==> run_1/final_clocks.png <==
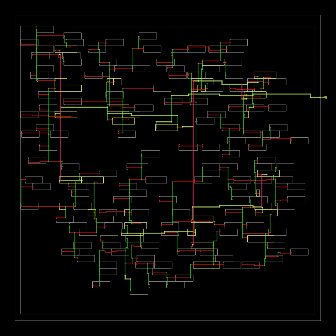
==> run_1/clock_map.png <==
Scale: 4 px per um.
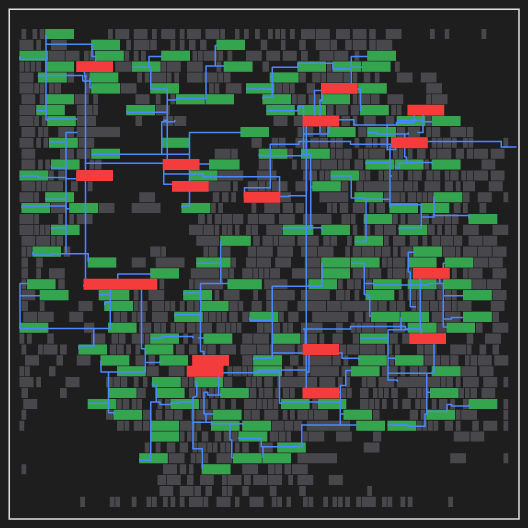
==> run_1/cell_classes.png <==
Scale: 3 px per um. Fill, decap, tap and diode cells in gray.
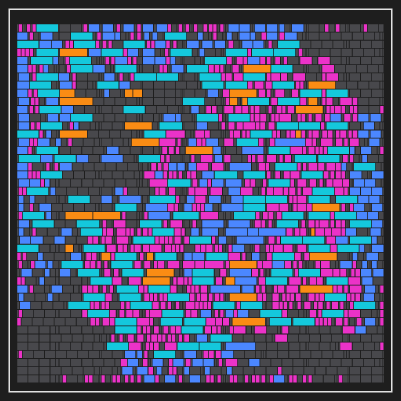
==> src/rtl/indirect_master.sv <==
// Register-bus initiator for the two-register indirect window: ADDR write, then DATA write or read.
// Optional INDIRECT_MASTER_ADDR_CACHE_EN skips the ADDR write when the indirect address repeats.
module indirect_master #(
  parameter int                   ADDR_BITS       = 32,
  parameter int                   DATA_BITS       = 32,
  parameter int                   BE_BITS         = DATA_BITS / 8,
  parameter logic [ADDR_BITS-1:0] BASE_ADDR       = '0,
  parameter logic [7:0]           REG_ADDR_OFFSET = 8'h0,
  parameter logic [7:0]           REG_DATA_OFFSET = 8'h4,
  parameter int                   RD_LATENCY      = 1
) (
  input  logic                 clk,
  input  logic                 rst,
  input  logic                 cmd_valid,
  output logic                 cmd_ready,
  input  logic                 cmd_write,
  input  logic [DATA_BITS-1:0] cmd_addr,
  input  logic [DATA_BITS-1:0] cmd_wdata,
  output logic                 rsp_valid,
  output logic [DATA_BITS-1:0] rsp_rdata,
  output logic                 busy,
  output logic [ADDR_BITS-1:0] wr_addr,
  output logic [DATA_BITS-1:0] wr_din,
  output logic [BE_BITS-1:0]   wr_be,
  output logic                 wr_en,
  output logic [ADDR_BITS-1:0] rd_addr,
  output logic                 rd_en,
  input  logic [DATA_BITS-1:0] rd_dout
);
  // state | meaning
  // IDLE  | ready for a command
  // WADDR | writing the indirect address into the ADDR register
  // WDATA | writing the latched data into the DATA register
  // RDATA | read strobe on the DATA register
  // RWAIT | waiting out the read latency, then sampling rd_dout
  // RESP  | one-cycle response pulse
  typedef enum logic [2:0] {S_IDLE, S_WADDR, S_WDATA, S_RDATA, S_RWAIT, S_RESP} state_t;

  localparam logic [ADDR_BITS-1:0] ADDR_REG = ADDR_BITS'(BASE_ADDR) + ADDR_BITS'(REG_ADDR_OFFSET);
  localparam logic [ADDR_BITS-1:0] DATA_REG = ADDR_BITS'(BASE_ADDR) + ADDR_BITS'(REG_DATA_OFFSET);
  localparam logic [1:0]           CNT_LOAD = 2'(RD_LATENCY - 1);

  state_t               state_q, state_d;
  logic                 write_q, write_d;
  logic [DATA_BITS-1:0] addr_q, addr_d;
  logic [DATA_BITS-1:0] wdata_q, wdata_d;
  logic [1:0]           cnt_q, cnt_d;
  logic                 cmd_ready_q, cmd_ready_d;
  logic                 rsp_valid_q, rsp_valid_d;
  logic [DATA_BITS-1:0] rsp_rdata_q, rsp_rdata_d;
  logic                 busy_q, busy_d;
  logic [ADDR_BITS-1:0] wr_addr_q, wr_addr_d;
  logic [DATA_BITS-1:0] wr_din_q, wr_din_d;
  logic [BE_BITS-1:0]   wr_be_q, wr_be_d;
  logic                 wr_en_q, wr_en_d;
  logic [ADDR_BITS-1:0] rd_addr_q, rd_addr_d;
  logic                 rd_en_q, rd_en_d;
  logic                 cache_hit;

`ifdef INDIRECT_MASTER_ADDR_CACHE_EN
  logic [DATA_BITS-1:0] last_addr_q, last_addr_d;
  logic                 cache_valid_q, cache_valid_d;

  always_comb begin
    last_addr_d   = last_addr_q;
    cache_valid_d = cache_valid_q;
    if (state_q == S_WADDR) begin
      last_addr_d   = addr_q;
      cache_valid_d = 1'b1;
    end
  end

  always_ff @(posedge clk) begin
    if (rst) begin
      last_addr_q   <= '0;
      cache_valid_q <= 1'b0;
    end else begin
      last_addr_q   <= last_addr_d;
      cache_valid_q <= cache_valid_d;
    end
  end

  assign cache_hit = cache_valid_q && (cmd_addr == last_addr_q);
`else
  assign cache_hit = 1'b0;
`endif

  always_comb begin
    state_d     = state_q;
    write_d     = write_q;
    addr_d      = addr_q;
    wdata_d     = wdata_q;
    cnt_d       = cnt_q;
    rsp_rdata_d = '0;
    rsp_valid_d = 1'b0;
    wr_addr_d   = '0;
    wr_din_d    = '0;
    wr_be_d     = '0;
    wr_en_d     = 1'b0;
    rd_addr_d   = '0;
    rd_en_d     = 1'b0;

    case (state_q)
      S_IDLE: begin
        if (cmd_valid && cmd_ready_q) begin
          write_d = cmd_write;
          addr_d  = cmd_addr;
          wdata_d = cmd_wdata;
          if (cache_hit) state_d = cmd_write ? S_WDATA : S_RDATA;
          else           state_d = S_WADDR;
        end
      end
      S_WADDR: state_d = write_q ? S_WDATA : S_RDATA;
      S_WDATA: state_d = S_RESP;
      S_RDATA: begin
        state_d = S_RWAIT;
        cnt_d   = CNT_LOAD;
      end
      S_RWAIT: begin
        if (cnt_q == 2'd0) begin
          state_d     = S_RESP;
          rsp_rdata_d = rd_dout;
        end else begin
          cnt_d = cnt_q - 2'd1;
        end
      end
      S_RESP:  state_d = S_IDLE;
      default: state_d = S_IDLE;
    endcase

    // Outputs are registered, so they are decoded from the state being entered.
    case (state_d)
      S_WADDR: begin
        wr_en_d   = 1'b1;
        wr_addr_d = ADDR_REG;
        wr_din_d  = addr_d;
        wr_be_d   = '1;
      end
      S_WDATA: begin
        wr_en_d   = 1'b1;
        wr_addr_d = DATA_REG;
        wr_din_d  = wdata_d;
        wr_be_d   = '1;
      end
      S_RDATA: begin
        rd_en_d   = 1'b1;
        rd_addr_d = DATA_REG;
      end
      S_RESP:  rsp_valid_d = 1'b1;
      default: ;
    endcase

    cmd_ready_d = (state_d == S_IDLE);
    busy_d      = (state_d != S_IDLE);
  end

  always_ff @(posedge clk) begin
    if (rst) begin
      state_q     <= S_IDLE;
      write_q     <= 1'b0;
      addr_q      <= '0;
      wdata_q     <= '0;
      cnt_q       <= '0;
      cmd_ready_q <= 1'b0;
      rsp_valid_q <= 1'b0;
      rsp_rdata_q <= '0;
      busy_q      <= 1'b0;
      wr_addr_q   <= '0;
      wr_din_q    <= '0;
      wr_be_q     <= '0;
      wr_en_q     <= 1'b0;
      rd_addr_q   <= '0;
      rd_en_q     <= 1'b0;
    end else begin
      state_q     <= state_d;
      write_q     <= write_d;
      addr_q      <= addr_d;
      wdata_q     <= wdata_d;
      cnt_q       <= cnt_d;
      cmd_ready_q <= cmd_ready_d;
      rsp_valid_q <= rsp_valid_d;
      rsp_rdata_q <= rsp_rdata_d;
      busy_q      <= busy_d;
      wr_addr_q   <= wr_addr_d;
      wr_din_q    <= wr_din_d;
      wr_be_q     <= wr_be_d;
      wr_en_q     <= wr_en_d;
      rd_addr_q   <= rd_addr_d;
      rd_en_q     <= rd_en_d;
    end
  end

  assign cmd_ready = cmd_ready_q;
  assign rsp_valid = rsp_valid_q;
  assign rsp_rdata = rsp_rdata_q;
  assign busy      = busy_q;
  assign wr_addr   = wr_addr_q;
  assign wr_din    = wr_din_q;
  assign wr_be     = wr_be_q;
  assign wr_en     = wr_en_q;
  assign rd_addr   = rd_addr_q;
  assign rd_en     = rd_en_q;

endmodule
==> config.mk <==
export PLATFORM = sky130hd
export DESIGN_NAME = indirect_master
export DESIGN_NICKNAME = d
export VERILOG_FILES = /design/src/rtl/indirect_master.sv
export SDC_FILE = /design/constraint.sdc
export NUM_CORES = 1
export LEC_CHECK = 0
export ABC_AREA = 1
export CAP_MARGIN = 0
export CORE_MARGIN = 2
export CORE_UTILIZATION = 40
export CTS_CLUSTER_SIZE = 14
export DETAILED_ROUTE_END_ITERATION = 10
export PLACE_DENSITY = 0.84
export SYNTH_ARGS = -nofsm -noshare
export SYNTH_HDL_FRONTEND = slang
export SYNTH_SLANG_ARGS = --single-unit
==> constraint.sdc <==
create_clock -name clk -period 1.2 [get_ports clk]
set_input_delay 0.18 -clock clk [delete_from_list [all_inputs] [get_ports clk]]
set_output_delay 0.18 -clock clk [all_outputs]
set_load 0.02 [all_outputs]
==> results_dict.tcl, run 1 <==
# yosys + openroad results
set metrics [dict create \
    r2r_end "wr_din[20]" \
    wl_per_cell_um 14.4 \
    yosys.area_share.simple_pct 24.8 \
    critical_path_required_ns 1.51 \
    finalHoldViolCount 0 \
    remaining_drc_errors 0 \
    yosys.area.top_type "dfxtp_1" \
    logic_area_sq_um 2880 \
    dp_hpwl_um 10900 \
    grt.overflow.total 0 \
    critPathArrivalTime_ns 1.69 \
    synthMuxAreaShare_pct 0 \
    clockBufferDepth 2 \
    die_x_um 127 \
    crit_chain "nor2_4, nand2_4, buf_12, clkbuf_16, nand2_2, nand2_2, nand2_4, o21ai_2" \
    setup_viol 135 \
    path_clk_slew_ns 0.06 \
    finalCritPeriodShare_pct 115 \
    io_buffers 174 \
    routed_wl_um 17300 \
    drtPass1Iterations 7 \
    final_cells 1205 \
    openroad.warnings 29 \
    antennaDiodeCount 0 \
    reg2regPathDepth 8 \
    seq_area_sq_um 2820 \
    adder_share_pct 0.207 \
    edf_count 0 \
    setup_slack_ns -0.174 \
    via_count 5742 \
    p_leak_uw 0.00469 \
    crit_slowest_cell "dfxtp_4" \
    grt_pass1_wl_um 25700 \
    avgSynthCellArea_sq_um 7.39 \
    synth_flops 140 \
    yosysCellCount 820 \
    critical_path_class "reg -> reg" \
    cp-end-kind "flop" \
    ys_top_logic_family "simple AND/OR/NAND/NOR gates" \
    fmax_mhz 728 \
    die_h_um 127 \
    n_fill_cell 1216 \
    hold_path_end "rsp_rdata[23]" \
    violations "negative setup slack" \
    rsz0062_at_grt "yes" \
    first_iter_violations 407 \
    outcome "complete, but fails checks" \
    p_total_uw 20000 \
    nNetsFinal 1109 \
    io_pins 237 \
    synthArstFlopShare_pct 0 \
    cts_root_buf "clkbuf_16" \
    ys_seq_share_pct 46.3 \
    grt_usage_pct 20.0 \
    max_stage_delay_ns 0.36 \
    synth.most_common_cell "nand2_1" \
    yosys.cell_types.count 25 \
    cp_max_fo 5 \
    initial_utilization_pct 41.4 \
    yosysChipArea_sq_um 6060 \
    finalWeightedCongestion 0.813 \
    r2r_slack_ns -0.17 \
    h-tree-depth 4 \
    dp.cells 1162 \
    ff_type "dfxtp_1" \
    antenna_found_initial 0 \
    pre_cts_ws_ns -0.454 \
    tritoncts "built" \
    startpoint_type "flop" \
]
About final_clocks.png:
Power Clock: 5390 uW
Worst-Skew Late Latency: 0.42 ns
flop count: 140
clock sinks: 140
TritonCTS buffer count: 17

About clock_map.png:
- green: flip-flops (count 140)
- blue: clock wires (length 1730 um)
- red: cells driving clock nets (count 17)
- flops lie: all over the die
Clock Skews: 0.00781 ns
clock network power share: 27.0%

About cell_classes.png:
- orange: clock drivers and dummy loads (cells 32)
- magenta: all other logic (cells 627)
- cyan: flip-flops (cells 140)
- blue: other buffers and delay cells (cells 222)
core area: 14600 sq um
Rows: 44
post-layout util: 62.6%
Final Cell Area: 9170 sq um

==> run 1: cells in the final DEF (no fill, tap or decap), drive strengths merged <==
| cell type | instances |
|---|---|
| a21oi | 36 |
| buf | 89 |
| bufinv | 3 |
| clkbuf | 21 |
| clkdlybuf4s15 | 32 |
| clkdlybuf4s50 | 99 |
| clkinv | 4 |
| clkinvlp | 3 |
| conb | 62 |
| dfxtp | 140 |
| ha | 1 |
| inv | 109 |
| nand2 | 239 |
| nand3 | 39 |
| nand4 | 31 |
| nor2 | 46 |
| nor3 | 1 |
| o21ai | 65 |
| o21bai | 1 |
==> run 1: per-stage QoR <==
stage	cell area (sq um)	util, %	setup TNS (ns)
CTS	8840	60.4	-8.56
floorplan	6320	-	-1.79
global placement	7920	54.1	-37.23
detailed placement	7920	54.1	-41.33
global route	9170	62.6	-21.26
finish	9170	62.6	-12.43
==> run 1: sequential cells by signal, summed over array words and instances, names as in the netlist, 2 cells and up <==
name and count:
wdata_q 32, cnt_q 2, wr_din 32, addr_q 32
rsp_rdata 32, state_q 3
==> run 1: worst max-delay path: cells and delay by family (launching register included) <==
| kind | cells | cell delay [ns] |
|---|---|---|
| AOI/OAI and AO/OA | 1 | 0.06 |
| and+or+nand+nor | 5 | 0.52 |
| DFF | 1 | 0.36 |
| buffers and inverters | 2 | 0.32 |
==> run 1: area by class of cell <==
cell class | instances | area share, %
clock inverter | 13 | 1.79
timing repair buffer | 222 | 24.3
tap | 184 | 2.51
inverter | 106 | 4.45
multi-input combinational | 521 | 31.4
clock buffer | 19 | 4.83
sequential | 140 | 30.7
==> run 1: power breakdown <==
group	total (uW)	internal (uW)	leakage, uW	switching (uW)
clock	5390	3330	0.000290	2060
combinational	8800	3740	0.00326	5070
sequential	5800	5400	0.00114	396
total	20000	12500	0.00469	7520
==> run 1: repair_timing <==
action	CTS	global route
buffers inserted	4	2
pin swaps	12	48
resized	338	173
setup endpoints to repair	209	161
cloned	4	2
==> run 1: cells by family after synthesis <==
| logic type | count (synthesis) |
|---|---|
| simple gates | 356 |
| flops | 140 |
| compound gates | 102 |
| buf+inv | 220 |
| fa+ha+maj | 1 |
| other cells | 1 |
==> run 1: metal layers <==
metal  GRT usage (%)  share of wire [%]  vias up  wire length, um
met5               0                  0        -                0
met4            5.62                1.2        0              212
met3            6.37                7.8       21             1340
met2            34.3                 51      252             8820
met1            24.2                 40     2679             6940
li1                -                  -     2790                -
==> run 1: worst max path at each step <==
stage | start | endpoint | slack, ns | depth (start not counted)
floorplan | cmd_ready | wr_din[10] | -0.06 | 9
global placement | cmd_valid | wr_din[31] | -0.41 | 10
detailed placement | cmd_valid | wr_din[31] | -0.45 | 10
CTS | state_q[2] | cmd_ready | -0.13 | 8
global route | state_q[1] | wr_din[20] | -0.23 | 8
finish | state_q[1] | wr_din[20] | -0.17 | 8
==> run_1/pins.png <==
Scale: 2 px per um. Pins as bars across the die edge, other pins in gray.
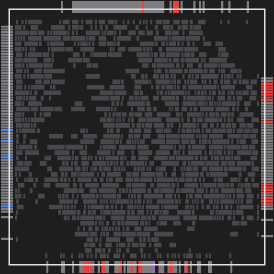

## Run 2: what changed since run 1
Settings changed: SKIP_LAST_GASP set to 1.
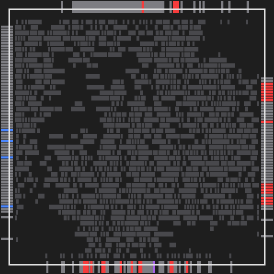
(run_2/pins.png)
Scale: 2 px per um. Pins as bars across the die edge, other pins in gray.
- purple: cmd_valid (pins 1; direction input; edge bottom)
- red: cmd_wdata (pins 32; direction input; edge 15 right, 13 bottom, 4 top)
- blue: wr_be (pins 4; direction output; edge left)

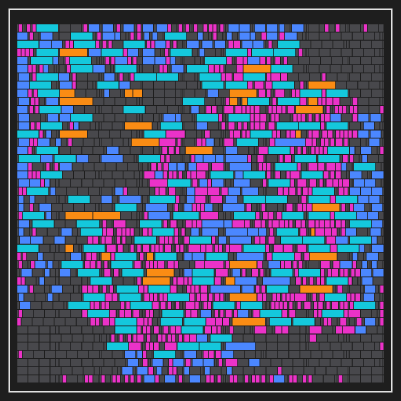
(run_2/cell_classes.png)
Scale: 3 px per um. Fill, decap, tap and diode cells in gray.
- cyan: flip-flops (cells 140)
- magenta: all other logic (cells 627)
- blue: other buffers and delay cells (cells 223)
- orange: clock drivers and dummy loads (cells 32)
sequential share of cell area: 31.6%
post-layout util: 60.7%
Final Cell Area: 8900 sq um

==> results_dict.tcl, run 2 <==
# yosys + openroad results
set metrics [dict create \
    outcome "complete, but fails checks" \
    violations "negative setup slack" \
    io_pins 237 \
    critical_path_class "reg -> reg" \
    ant_nets 0 \
    wl_per_cell_um 13.8 \
    powerDensity_nw_per_um2 2170 \
    met2_usage_pct 33.9 \
    netlist_area_sq_um 6060 \
    finalHoldViolCount 0 \
    ff_type "dfxtp_1" \
    met1_usage_pct 24.1 \
    crit_chain "nor2_4, nand2_4, buf_12, clkbuf_16, nand2_2, nand2_2, nand2_2, o21ai_1" \
    via_count 5615 \
    syn_inst 820 \
    grt_usage_pct 19.9 \
    die_x_um 127 \
    tritoncts "built" \
    io_buffers 174 \
    clock_skew_ns 0.00856 \
    fin_crit_ns 1.37 \
    yosysChipArea_sq_um 6060 \
    initial_utilization_pct 41.4 \
    path_clk_slew_ns 0.06 \
    setup_slack_ns -0.167 \
    openroad.warnings 29 \
    remaining_drc_errors 0 \
    peakVddDrop_mv 1.08 \
    crit_slowest_cell "dfxtp_4" \
    routed_wl_um 16700 \
    critical_path_required_ns 1.51 \
    lay_top_count "nand2_1" \
    busiest_layer "met2" \
    yosysWarnings 0 \
    gr-usage-met3_pct 6.28 \
    grt.overflow.total 0 \
    rsz0062_at_grt "yes" \
    max_cap_violations 0 \
    synth.most_common_cell "nand2_1" \
    ys_seq_share_pct 46.3 \
    netlist_top_cells_area "dfxtp_1, nand2_1, buf_4" \
    clockBufferDepth 2 \
    p_leak_uw 0.00452 \
    fmax_mhz 731 \
    hold_path_class "in -> reg" \
    cts_hold_buf 0 \
    die_area_sq_um 16100 \
    rows 44 \
    yosys.cell_types.count 25 \
    yosys.area.top_type "dfxtp_1" \
    finalWeightedCongestion 0.813 \
    most-common-layout-cells "nand2_1, dfxtp_1, clkdlybuf4s50_1" \
    dp.cells 1162 \
    max_stage_delay_ns 0.36 \
    nNetsFinal 1110 \
    numCtsBuffers 17 \
    die_h_um 127 \
    synth_top_area_share_pct 46.3 \
    grt_pass1_vias 5322 \
    dp_hpwl_um 10900 \
    cts_root_buf "clkbuf_16" \
    antenna_found_initial 0 \
    detail_route.vias_per_cell 4.66 \
    finalCritPeriodShare_pct 114 \
    synth_flops 140 \
    setup_viol 137 \
    crit_top_cell "nand2_2" \
    cts_sinks 140 \
    slew_violations 0 \
    cp_max_fo 5 \
    grt_max_degree 40 \
    startpoint_type "flop" \
    cp-end-kind "flop" \
    h-tree-depth 4 \
    grt_pass1_wl_um 25500 \
    drive_gt1_share_pct 26.2 \
    syn2layout_area_growth_pct 46.9 \
    clk_latency_ns 0.42 \
    critPathArrivalTime_ns 1.67 \
    final_cells 1206 \
    yosys-top-cells-count "nand2_1, dfxtp_1, inv_1" \
    antennaDiodeCount 0 \
    yosysCellCount 820 \
    avgSynthCellArea_sq_um 7.39 \
    first_iter_violations 497 \
    edf_count 0 \
    coreArea_sq_um 14600 \
    drtPass1Iterations 5 \
    synthArstFlopShare_pct 0 \
]
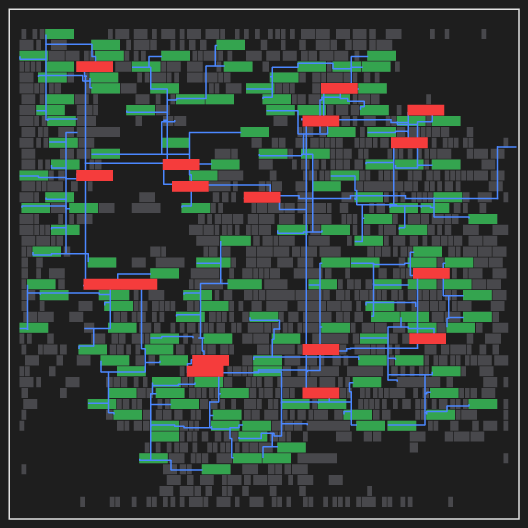
(run_2/clock_map.png)
Scale: 4 px per um.
- red: cells driving clock nets (count 17)
- green: flip-flops (count 140)
- blue: clock wires (length 1720 um)
- flops lie: all over the die

==> run 2: cell counts after synthesis <==
No cell type changed its count.
==> run 2: worst paths after layout <==
| path | from | to | slack, ns | cells past startpoint |
|---|---|---|---|---|
| worst max register to register | state_q[1] | wr_din[27] | -0.17 | 8 |
| worst min-delay path | rd_dout[23] | rsp_rdata[23] | 0.28 | 3 |
| worst max-delay path | state_q[1] | wr_din[27] | -0.17 | 8 |
| worst min register to register | addr_q[21] | addr_q[21] | 0.45 | 2 |
==> run 2: layout make-up <==
cell class,instances,area (sq um)
multi-input combinational,521,2610
clock inverter,13,164
clock buffer,19,443
fill,1252,5750
sequential,140,2810
tap,184,230
inverter,106,408
timing repair buffer,223,2230
==> run 2: kinds of logic after synthesis <==
group / synth area share (%)
flip-flops: 46.3
other: 0.0619
AND-OR/OR-AND: 9.77
buffers and inverters: 18.8
adder cells (fa/ha/maj): 0.207
AND/OR/NAND/NOR: 24.8
==> run 2: worst max-delay path, delay by kind of cell, from the launching register on <==
| kind | cells | cell delay [ns] |
|---|---|---|
| buf+inv | 2 | 0.32 |
| simple gates | 5 | 0.50 |
| compound gates | 1 | 0.06 |
| flops | 1 | 0.36 |
==> run 2: per-stage QoR <==
| stage | power [uW] | worst slack [ns] | hold slack [ns] | TNS, ns | area, sq um |
|---|---|---|---|---|---|
| floorplan | 9740 | -0.0619 | 0.259 | -1.79 | 6320 |
| global placement | 11600 | -0.411 | 0.437 | -37.23 | 7920 |
| detailed placement | 11700 | -0.454 | 0.444 | -41.33 | 7920 |
| CTS | 18400 | -0.131 | 0.262 | -9.38 | 8780 |
| global route | 20300 | -0.264 | 0.271 | -22.13 | 8900 |
| finish | 19300 | -0.167 | 0.278 | -13.45 | 8900 |
==> run 2: what timing repair did <==
item / in CTS / in global routing
endpoints found under the setup margin: 209 / 161
gates resized: 309 / 101
gates cloned: 4 / 2
pin swaps: 11 / 18
setup buffers: 4 / 2
==> run 2: layer usage <==
layer | share of wire (%) | up-vias | wire length [um]
li1 | - | 2794 | -
met1 | 41 | 2582 | 6890
met2 | 49 | 220 | 8240
met3 | 7.9 | 19 | 1310
met4 | 1.4 | 0 | 230
met5 | 0 | - | 0
==> run 2: power by group <==
group	switching [uW]	internal, uW
Combinational	4590	3530
Clock	2070	3330
Sequential	368	5400
Total	7030	12300
## Run 3: what changed since run 2
Settings changed: CTS_CLUSTER_SIZE 14 to 8.
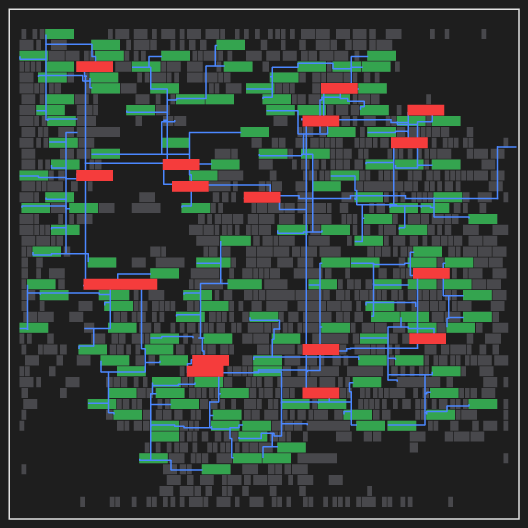
(run_3/clock_map.png)
Scale: 4 px per um.
- blue: clock wires (length 1720 um)
- red: cells driving clock nets (count 17)
- green: flip-flops (count 140)
- routed clock nets: 18
Power Clock: 5400 uW
Clock Skews: 0.00856 ns

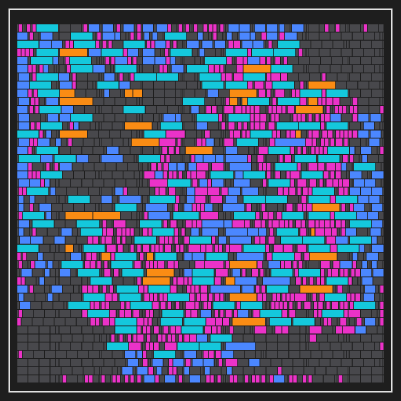
(run_3/cell_classes.png)
Scale: 3 px per um. Fill, decap, tap and diode cells in gray.
- orange: clock drivers and dummy loads (cells 32)
- cyan: flip-flops (cells 140)
- blue: other buffers and delay cells (cells 223)
- magenta: all other logic (cells 627)

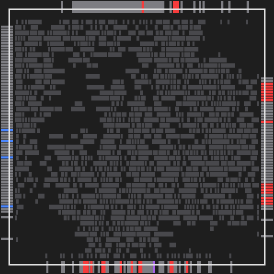
(run_3/pins.png)
Scale: 2 px per um. Pins as bars across the die edge, other pins in gray.
- purple: cmd_valid (pins 1; direction input; edge bottom)
- blue: wr_be (pins 4; direction output; edge left)
- red: cmd_wdata (pins 32; direction input; edge 15 right, 13 bottom, 4 top)
- all pins by edge: 71 left, 62 top, 53 bottom, 51 right
port bufs: 174
Die Wd: 127 um
Die Y-Extent: 127 um

==> results_dict.tcl, run 3 <==
# yosys + openroad results
set metrics [dict create \
    outcome "complete, but fails checks" \
    violations "negative setup slack" \
    edf_count 0 \
    cts_sinks 140 \
    p_sw_uw 7030 \
    avgSynthCellArea_sq_um 7.39 \
    h-tree-depth 4 \
    synth.most_common_cell "nand2_1" \
    critPathArrivalTime_ns 1.67 \
    drtPass1Iterations 5 \
    fmax_mhz 731 \
    yosys.area_share.simple_pct 24.8 \
    hold_path_class "in -> reg" \
    syn_inst 820 \
    coreArea_sq_um 14600 \
    first_iter_violations 497 \
    ys_sh_aoi_pct 9.77 \
    ys_seq_share_pct 46.3 \
    lay_top_count "nand2_1" \
    yosys-top-cells-count "nand2_1, dfxtp_1, inv_1" \
    synth_top_area_share_pct 46.3 \
    met1Wirelength_um 6890 \
    startpoint_type "flop" \
    final_cells 1206 \
    p_leak_uw 0.00452 \
    peakVddDrop_mv 1.08 \
    drive_gt1_share_pct 26.2 \
    route.met2.wl_um 8240 \
    yosysCellCount 820 \
    finalWeightedCongestion 0.813 \
    ff_type "dfxtp_1" \
    wl_met3_um 1310 \
    internal_power_uw 12300 \
    setup_viol 137 \
    remaining_drc_errors 0 \
    most-common-layout-cells "nand2_1, dfxtp_1, clkdlybuf4s50_1" \
    die_area_sq_um 16100 \
    fin_area_sq_um 8900 \
    io_pins 237 \
    finalHoldViolCount 0 \
    yosys.cell_types.count 25 \
    netlist_top_cells_area "dfxtp_1, nand2_1, buf_4" \
    grt_usage_pct 19.9 \
    cp-end-kind "flop" \
    r2r_start "state_q[1]" \
    synth_flops 140 \
    dp.cells 1162 \
    cts_hold_buf 0 \
    adder_share_pct 0.207 \
    grt_max_degree 40 \
    dp_hpwl_um 10900 \
    finalCritPeriodShare_pct 114 \
    detail_route.vias_per_cell 4.66 \
    numCtsBuffers 17 \
    antennaDiodeCount 0 \
    r2r_end "wr_din[27]" \
    grt_pass1_wl_um 25500 \
    p_total_uw 19300 \
    nNetsFinal 1110 \
    critical_path_required_ns 1.51 \
    rsz0062_at_grt "yes" \
    tritoncts "built" \
    routed_wl_um 16700 \
    path_clk_slew_ns 0.06 \
    syn2layout_area_growth_pct 46.9 \
    fin_crit_ns 1.37 \
    ant_nets 0 \
    power_frac_seq_pct 29.9 \
    synthArstFlopShare_pct 0 \
    p_clk_share_pct 28.0 \
    openroad.warnings 29 \
    netlist_area_sq_um 6060 \
    r2r_slack_ns -0.17 \
    setup_slack_ns -0.167 \
    clockBufferDepth 2 \
    startpoint "state_q[1]" \
    cp_max_fo 5 \
    clk_latency_ns 0.42 \
    antenna_found_initial 0 \
    rows 44 \
    initial_utilization_pct 41.4 \
    xor_area_share_pct 0 \
    reg2regPathDepth 8 \
    cp-endpoint "wr_din[27]" \
]
## run 3: metrics by stage
stage | TNS (ns) | hold WS (ns) | utilization, %
2_1_floorplan | -1.79 | 0.259 | -
3_3_place_gp | -37.23 | 0.437 | 54.1
3_5_place_dp | -41.33 | 0.444 | 54.1
4_1_cts | -9.38 | 0.262 | 60.0
5_1_grt | -22.13 | 0.271 | 60.7
6_report | -13.45 | 0.278 | 60.7
## run 3: kinds of logic (layout without fill, tap and decap cells)
family / after synthesis / count (layout)
AND-OR/OR-AND: 102 / 102
adder cells (fa/ha/maj): 1 / 1
buffers and inverters: 220 / 361
flip-flops: 140 / 140
other: 1 / 62
AND/OR/NAND/NOR: 356 / 356
## run 3: how the worst min path moves through the flow
stage | depth (start not counted) | slack, ns | endpoint | startpoint
floorplan | 1 | 0.26 | rsp_valid | rst
global placement | 2 | 0.44 | addr_q[6] | addr_q[6]
detailed placement | 2 | 0.44 | addr_q[29] | addr_q[29]
CTS | 3 | 0.26 | rsp_rdata[23] | rd_dout[23]
global route | 3 | 0.27 | rsp_rdata[15] | rd_dout[15]
finish | 3 | 0.28 | rsp_rdata[23] | rd_dout[23]
## run 3: repair_timing
| action | CTS | global route |
|---|---|---|
| gates cloned | 4 | 2 |
| endpoints found under the setup margin | 209 | 161 |
| buffers inserted | 4 | 2 |
| gates resized | 309 | 101 |
| endpoints found under the hold margin | 0 | 0 |
| pin swaps | 11 | 18 |
## run 3: layout make-up
type | instances | area [sq um]
clock buffer | 19 | 443
timing repair buffer | 223 | 2230
multi-input combinational | 521 | 2610
fill | 1252 | 5750
clock inverter | 13 | 164
sequential | 140 | 2810
tap | 184 | 230
inverter | 106 | 408
## run 3: power groups by stage
stage / Combinational (uW) / Sequential, uW / Clock, uW
global route: 8790 / 5840 / 5660
floorplan: 3770 / 5970 / 0
finish: 8130 / 5770 / 5400
detailed placement: 5920 / 5800 / 0
global placement: 5810 / 5780 / 0
CTS: 7230 / 5730 / 5470
## run 3: per-layer routing
metal,GRT usage (%),vias to the layer above
met1,24.1,2582
met4,5.95,0
met5,0,-
met2,33.9,220
met3,6.28,19
li1,-,2794
## run 3: worst max-delay path, stage by stage (launching register included)
cell and delay, ns:
dfxtp_4 0.36, nor2_4 0.20, nand2_4 0.12, buf_12 0.16, clkbuf_16 0.16, nand2_2 0.06
nand2_2 0.05, nand2_2 0.07, o21ai_1 0.06
Power is estimated from default activity; no workload was simulated.
